### Met1 routing

Drawn at 1.5 px/µm. Supply wires on this layer in gray.
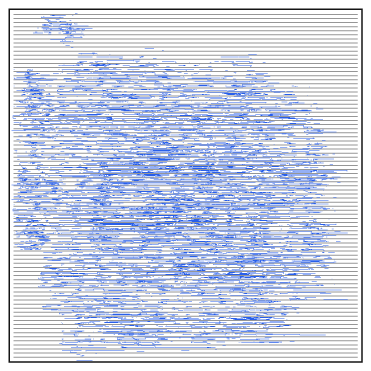
### The metal 2 layer

Drawn at 1 px/µm.
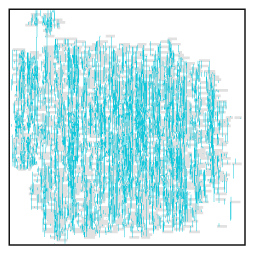
--- config.mk ---
export PLATFORM = sky130hd
export DESIGN_NAME = tran_to_net_packetizer_flat
export DESIGN_NICKNAME = d
export VERILOG_FILES = /design/src/rtl/tran_to_net_packetizer_if.sv /design/src/rtl/tran_to_net_packetizer.sv /design/src/flat_wrapper.sv
export SDC_FILE = /design/constraint.sdc
export NUM_CORES = 1
export LEC_CHECK = 0
export ABC_CLOCK_PERIOD_IN_PS = 3510
export CAP_MARGIN = 40
export CORE_MARGIN = 2
export CORE_UTILIZATION = 45
export DETAILED_ROUTE_END_ITERATION = 7
export DONT_BUFFER_PORTS = 1
export PLACE_DENSITY = 0.68
export SETUP_SLACK_MARGIN = 0.5
export SLEW_MARGIN = 15
export SYNTH_ARGS = -nofsm -noshare
export SYNTH_HDL_FRONTEND = slang
export SYNTH_SLANG_ARGS = --single-unit
export TNS_END_PERCENT = 100
--- constraint.sdc ---
create_clock -name clk -period 3.51 [get_ports clk]
set_input_delay 0.351 -clock clk [delete_from_list [all_inputs] [get_ports clk]]
set_output_delay 0.351 -clock clk [all_outputs]
set_load 0.02 [all_outputs]
--- src/rtl/tran_to_net_packetizer_if.sv ---
// Transport-side input and network-side output bundle of the packetizer.
// The slave modport is taken by the packetizer; the master modport is the environment.
interface tran_to_net_packetizer_if #(
    parameter int DATA_W = 8,
    parameter int CNT_W  = 7
);
    logic [DATA_W-1:0] data;
    logic              sending;
    logic              net_ready;
    logic              pkt_valid;
    logic [DATA_W-1:0] pkt_data;
    logic              pkt_first;
    logic              pkt_last;
    logic              send_req;
    logic [DATA_W-1:0] phone_num;
    logic [CNT_W-1:0]  fifo_count;
    logic              fifo_empty;
    logic              fifo_full;
    logic [7:0]        drop_count;

    modport master (
        output data, sending, net_ready,
        input  pkt_valid, pkt_data, pkt_first, pkt_last, send_req,
               phone_num, fifo_count, fifo_empty, fifo_full, drop_count
    );

    modport slave (
        input  data, sending, net_ready,
        output pkt_valid, pkt_data, pkt_first, pkt_last, send_req,
               phone_num, fifo_count, fifo_empty, fifo_full, drop_count
    );
endinterface

--- src/rtl/tran_to_net_packetizer.sv ---
// Transport-to-network packetizer: bursts (phone + payload) are buffered and
// re-emitted as header + payload (+ optional pad) packets over valid/ready.
module tran_to_net_packetizer #(
    parameter int                DATA_W     = 8,
    parameter int                PKT_SIZE   = 16,
    parameter int                FIFO_DEPTH = 64,
    parameter int                CNT_W      = 7,
    parameter int                PAD_EN     = 1,
    parameter logic [DATA_W-1:0] PAD_VALUE  = '0
) (
    input logic                     clk,
    input logic                     reset,
    tran_to_net_packetizer_if.slave bus
);
    localparam int                LEN_W    = $clog2(PKT_SIZE + 1);
    localparam int                AW       = $clog2(FIFO_DEPTH);
    localparam logic [LEN_W-1:0]  FULL_LEN = LEN_W'(PKT_SIZE);
    localparam logic [CNT_W-1:0]  DEPTH_C  = CNT_W'(FIFO_DEPTH);

    typedef enum logic [1:0] {I_IDLE, I_PAY, I_GAP} in_state_t;
    typedef enum logic [1:0] {O_IDLE, O_HDR, O_PAY, O_PAD} out_state_t;

    function automatic logic [7:0] sat_inc(input logic [7:0] v);
        return (v == 8'hFF) ? v : v + 8'd1;
    endfunction

    in_state_t         i_state, i_next;
    out_state_t        o_state, o_next;

    logic [LEN_W-1:0]  in_cnt, cnt_inc, close_len;
    logic [DATA_W-1:0] in_phone;
    logic              start, push, close, drop;

    logic              pend_valid;
    logic [LEN_W-1:0]  pend_len;
    logic [DATA_W-1:0] pend_phone;
    logic              take, slot_free;

    logic [LEN_W-1:0]  act_len, o_cnt;
    logic [DATA_W-1:0] phone_num;
    logic              pay_end, pad_end, pad_needed, pop;
    logic              pkt_valid, pkt_first, pkt_last;
    logic [DATA_W-1:0] pkt_data;

    logic [DATA_W-1:0] mem [FIFO_DEPTH];
    logic [AW-1:0]     wr_ptr, rd_ptr;
    logic [CNT_W-1:0]  fifo_count;
    logic              fifo_empty, fifo_full, push_ok, pop_ok;
    logic [7:0]        drop_count;

    // Input stage: burst framing, descriptor hand-off and drop accounting
    assign slot_free = !pend_valid || take;
    assign cnt_inc   = in_cnt + LEN_W'(1);

    always_comb begin
        i_next    = i_state;
        start     = 1'b0;
        push      = 1'b0;
        close     = 1'b0;
        drop      = 1'b0;
        close_len = in_cnt;
        case (i_state)
            I_IDLE: begin
                if (bus.sending) begin
                    if (slot_free) begin
                        start  = 1'b1;
                        i_next = I_PAY;
                    end else begin
                        drop   = 1'b1;
                        i_next = I_GAP;
                    end
                end
            end
            I_PAY: begin
                if (bus.sending) begin
                    push = 1'b1;
                    if (cnt_inc == FULL_LEN) begin
                        close     = 1'b1;
                        close_len = cnt_inc;
                        i_next    = I_GAP;
                    end
                end else begin
                    // A phone-only burst leaves nothing to send and is silently discarded
                    close  = (in_cnt != '0);
                    i_next = I_IDLE;
                end
            end
            I_GAP: begin
                if (bus.sending) drop = 1'b1;
                else             i_next = I_IDLE;
            end
            default: i_next = I_IDLE;
        endcase
    end

    always_ff @(posedge clk or negedge reset) begin
        if (!reset) begin
            i_state    <= I_IDLE;
            in_cnt     <= '0;
            pend_valid <= 1'b0;
            pend_len   <= '0;
            drop_count <= '0;
        end else begin
            i_state <= i_next;
            if (start)     in_cnt <= '0;
            else if (push) in_cnt <= cnt_inc;
            // close only fires while pend_valid is low, so it never races take
            if (close) begin
                pend_valid <= 1'b1;
                pend_len   <= close_len;
            end else if (take) begin
                pend_valid <= 1'b0;
            end
            if (drop) drop_count <= sat_inc(drop_count);
        end
    end

    always_ff @(posedge clk) begin
        if (start) in_phone   <= bus.data;
        if (close) pend_phone <= in_phone;
    end

    // Output stage: header, payload and pad beats
    assign pay_end    = (o_cnt == act_len - LEN_W'(1));
    assign pad_end    = (o_cnt == FULL_LEN - LEN_W'(1));
    assign pad_needed = (PAD_EN != 0) && (act_len < FULL_LEN);

    always_comb begin
        o_next    = o_state;
        take      = 1'b0;
        pop       = 1'b0;
        pkt_valid = 1'b0;
        pkt_first = 1'b0;
        pkt_last  = 1'b0;
        pkt_data  = '0;
        case (o_state)
            O_IDLE: begin
                if (pend_valid) begin
                    take   = 1'b1;
                    o_next = O_HDR;
                end
            end
            O_HDR: begin
                pkt_valid = 1'b1;
                pkt_first = 1'b1;
                pkt_data  = phone_num;
                if (bus.net_ready) o_next = O_PAY;
            end
            O_PAY: begin
                pkt_valid = 1'b1;
                pkt_data  = mem[rd_ptr];
                pkt_last  = pay_end && !pad_needed;
                if (bus.net_ready) begin
                    pop = 1'b1;
                    if (pay_end) o_next = pad_needed ? O_PAD : O_IDLE;
                end
            end
            O_PAD: begin
                pkt_valid = 1'b1;
                pkt_data  = PAD_VALUE;
                pkt_last  = pad_end;
                if (bus.net_ready && pad_end) o_next = O_IDLE;
            end
            default: o_next = O_IDLE;
        endcase
    end

    always_ff @(posedge clk or negedge reset) begin
        if (!reset) begin
            o_state   <= O_IDLE;
            o_cnt     <= '0;
            act_len   <= '0;
            phone_num <= '0;
        end else begin
            o_state <= o_next;
            if (take) begin
                act_len   <= pend_len;
                phone_num <= pend_phone;
            end
            // o_cnt keeps running through the pad so pad_end lands on PKT_SIZE beats
            if (o_state == O_HDR && bus.net_ready)
                o_cnt <= '0;
            else if ((o_state == O_PAY || o_state == O_PAD) && bus.net_ready)
                o_cnt <= o_cnt + LEN_W'(1);
        end
    end

    // Payload FIFO
    assign fifo_empty = (fifo_count == '0);
    assign fifo_full  = (fifo_count == DEPTH_C);
    assign push_ok    = push && !fifo_full;
    assign pop_ok     = pop && !fifo_empty;

    always_ff @(posedge clk) begin
        if (push_ok) mem[wr_ptr] <= bus.data;
    end

    always_ff @(posedge clk or negedge reset) begin
        if (!reset) begin
            wr_ptr     <= '0;
            rd_ptr     <= '0;
            fifo_count <= '0;
        end else begin
            if (push_ok) wr_ptr <= wr_ptr + AW'(1);
            if (pop_ok)  rd_ptr <= rd_ptr + AW'(1);
            if (push_ok && !pop_ok)      fifo_count <= fifo_count + CNT_W'(1);
            else if (pop_ok && !push_ok) fifo_count <= fifo_count - CNT_W'(1);
        end
    end

    assign bus.pkt_valid  = pkt_valid;
    assign bus.pkt_data   = pkt_data;
    assign bus.pkt_first  = pkt_first;
    assign bus.pkt_last   = pkt_last;
    assign bus.send_req   = pend_valid || (o_state != O_IDLE);
    assign bus.phone_num  = phone_num;
    assign bus.fifo_count = fifo_count;
    assign bus.fifo_empty = fifo_empty;
    assign bus.fifo_full  = fifo_full;
    assign bus.drop_count = drop_count;
endmodule

--- src/flat_wrapper.sv ---
// flat-port wrapper written by rule: the top's interface ports become plain ports
module tran_to_net_packetizer_flat 
#(
    parameter int                DATA_W     = 8,
    parameter int                PKT_SIZE   = 16,
    parameter int                FIFO_DEPTH = 64,
    parameter int                CNT_W      = 7,
    parameter int                PAD_EN     = 1,
    parameter logic [DATA_W-1:0] PAD_VALUE  = '0
)
  (clk, reset, bus_data, bus_sending, bus_net_ready, bus_pkt_valid, bus_pkt_data, bus_pkt_first, bus_pkt_last, bus_send_req, bus_phone_num, bus_fifo_count, bus_fifo_empty, bus_fifo_full, bus_drop_count);
  tran_to_net_packetizer_if #(.DATA_W(DATA_W), .CNT_W(CNT_W)) bus_i ();
  input logic clk;
  input logic reset;
  input wire logic [$bits(bus_i.data)-1:0] bus_data;
  input wire logic [$bits(bus_i.sending)-1:0] bus_sending;
  input wire logic [$bits(bus_i.net_ready)-1:0] bus_net_ready;
  output wire logic [$bits(bus_i.pkt_valid)-1:0] bus_pkt_valid;
  output wire logic [$bits(bus_i.pkt_data)-1:0] bus_pkt_data;
  output wire logic [$bits(bus_i.pkt_first)-1:0] bus_pkt_first;
  output wire logic [$bits(bus_i.pkt_last)-1:0] bus_pkt_last;
  output wire logic [$bits(bus_i.send_req)-1:0] bus_send_req;
  output wire logic [$bits(bus_i.phone_num)-1:0] bus_phone_num;
  output wire logic [$bits(bus_i.fifo_count)-1:0] bus_fifo_count;
  output wire logic [$bits(bus_i.fifo_empty)-1:0] bus_fifo_empty;
  output wire logic [$bits(bus_i.fifo_full)-1:0] bus_fifo_full;
  output wire logic [$bits(bus_i.drop_count)-1:0] bus_drop_count;
  assign bus_i.data = bus_data;
  assign bus_i.sending = bus_sending;
  assign bus_i.net_ready = bus_net_ready;
  assign bus_pkt_valid = bus_i.pkt_valid;
  assign bus_pkt_data = bus_i.pkt_data;
  assign bus_pkt_first = bus_i.pkt_first;
  assign bus_pkt_last = bus_i.pkt_last;
  assign bus_send_req = bus_i.send_req;
  assign bus_phone_num = bus_i.phone_num;
  assign bus_fifo_count = bus_i.fifo_count;
  assign bus_fifo_empty = bus_i.fifo_empty;
  assign bus_fifo_full = bus_i.fifo_full;
  assign bus_drop_count = bus_i.drop_count;
  tran_to_net_packetizer #(.DATA_W(DATA_W), .PKT_SIZE(PKT_SIZE), .FIFO_DEPTH(FIFO_DEPTH), .CNT_W(CNT_W), .PAD_EN(PAD_EN), .PAD_VALUE(PAD_VALUE)) u_core (.clk(clk), .reset(reset), .bus(bus_i));
endmodule
==> run summary <==
flow finished, numbers: status=completed, fraction of layout cells with a size suffix above 1=0.280, Final Hold Fails=0, CTS Hold Bufs=12, ANT cells=0, Static Leak=9.59 nW, Final Core Density=0.536, MaxCap Viol Count=0, Fin Setup TNS=0 ns, VDD IR max=0.000657 V, mi-comb count=629, critical path launch point=u_core.rd_ptr[0], Max clock buf depth=3, syn avg cell area=18.3 µm², relative slew slack=0.420, top cells by area=edfxtp_1 67%, mux4_2 7.0%, dfrtp_1 6.3%, ys cells=1306, sw frac=0.320, DRC=0, Ys Warns=0, I/O Buffers=0, Synth Register Bits=588, Gate Area=0.00625 mm², Core Region=0.0524 mm², htree depth=2, bufs w/o clock=151, worst setup path end=bus_pkt_data[2], inverters=26, synthesis area per yosys=0.0238 mm², CP startpoint kind=flip-flop, GP Congestion=0.838, largest class=sequential cells, cell area after synthesis=0.0238 mm², unrepaired setup endpoints after global routing=true, root buf cell=clkbuf_16, Non-clock buffer share=0.0611, worst min-delay path category=primary input to flip-flop, Critical Path AT=2.99 ns, Max Transition Viols Final=0, Layout Nets=1488, CP Capture Type=output pin, Die Size=0.0548 mm², Area Overhead vs Synth=17.9%, Reg-to-Reg End=u_core.mem[52][6], Tmin final=3.34 ns, Gate power share=0.321
Back to the opening pictures, 'Met1 routing':
share of all routed wire = 42%
longest straight run = 83.7 µm
WL final: 56.4 mm
DR vias: 13000
met1 GRT Util: 0.294

Back to the opening pictures, 'The metal 2 layer':
nets with wire on the layer = 1324
longest straight run = 68.0 µm

## cell usage after synthesis, drive strengths merged, types with 3 or more instances
cell and instances:
nor3 7, inv 26, xnor2 18, o21ai 22
nand4 6, dfrtp 60, a21o 4, a211o 3
xor2 9, a22oi 14, o221ai 16, nor2 86
mux2 36, buf 45, clkbuf 18, o22ai 9
nor3b 4, and3 10, nand3b 7, and2 6
edfxtp 528, a221o 6, a21oi 35, nand3 12
a31oi 11, nor2b 10, a2111oi 3, nand2 46
a211oi 8, a221oi 19, or2 3, a22o 18
nand2b 6, ha 20, o31ai 3, mux4 89
mux2i 60
## kinds of logic (layout without fill, tap and decap cells)
group | after synthesis | in the layout | synth area share
buffers and inverters | 89 | 289 | 0.0214
xor gates and xnor gates | 28 | 28 | 0.0109
muxes | 185 | 185 | 0.129
DFF | 588 | 588 | 0.728
adders and majority gates | 21 | 21 | 0.0113
and+or+nand+nor | 212 | 212 | 0.0420
AOI/OAI and AO/OA | 183 | 183 | 0.0571
## critical path, stage by stage (launching register included)
cell	delay (ns)
dfrtp_4	0.50
buf_6	0.15
buf_8	0.16
buf_6	0.17
nor3_4	0.51
a221oi_1	0.18
a31oi_1	0.34
a22o_4	0.22
buf_12	0.11
## flip-flops by register name (all words and copies together), names as in the netlist
| signal | count |
|---|---|
| u_core.mem | 512 |
| u_core.bus.drop_count | 8 |
| u_core.bus.phone_num | 8 |
| u_core.in_phone | 8 |
| u_core.pend_phone | 8 |
| u_core.bus.fifo_count | 7 |
| u_core.rd_ptr | 6 |
| u_core.wr_ptr | 6 |
| u_core.act_len | 5 |
| u_core.in_cnt | 5 |
| u_core.o_cnt | 5 |
| u_core.pend_len | 5 |
| u_core.i_state | 2 |
| u_core.o_state | 2 |
| u_core.pend_valid | 1 |
## metal layers
layer | up-vias | track usage | share of wire
met5 | - | 0 | 0
met4 | 0 | 0.0678 | 0.028
met3 | 97 | 0.0519 | 0.088
met2 | 504 | 0.327 | 0.47
met1 | 6794 | 0.294 | 0.42
li1 | 5577 | - | -
## power by group through the flow
stage / clock network (W) / registers, W / logic (W)
final: 0.00591 / 0.00862 / 0.00688
after global routing: 0.00629 / 0.00867 / 0.00729
after CTS: 0.00601 / 0.00860 / 0.00664
after detailed placement: 0 / 0.00887 / 0.00548
after global placement: 0 / 0.00885 / 0.00541
after floorplan: 0 / 0.00849 / 0.00408
## worst min path at each step
stage	start	to	slack, ns	cells past startpoint
after floorplan	reset	u_core.act_len[0]	0.06	0
after global placement	reset	u_core.in_cnt[4]	0.06	0
after detailed placement	reset	u_core.in_cnt[3]	0.06	0
after CTS	bus_net_ready	u_core.o_cnt[3]	0.01	3
after global routing	bus_sending	u_core.pend_len[2]	0.04	2
final	bus_net_ready	u_core.o_cnt[3]	0.04	3
## through the flow
stage,power (W),worst slack [ns],hold WS [ns],instance area [µm²],instances
floorplan,0.0126,0.598,0.0554,23800,1306
global placement,0.0143,0.305,0.0570,25300,2036
detailed placement,0.0144,0.192,0.0569,25300,2037
CTS,0.0212,0.177,0.0132,27900,2188
global route,0.0223,0.134,0.0401,28100,2194
finish,0.0214,0.173,0.0409,28100,2194
Power is estimated from default activity; no workload was simulated.
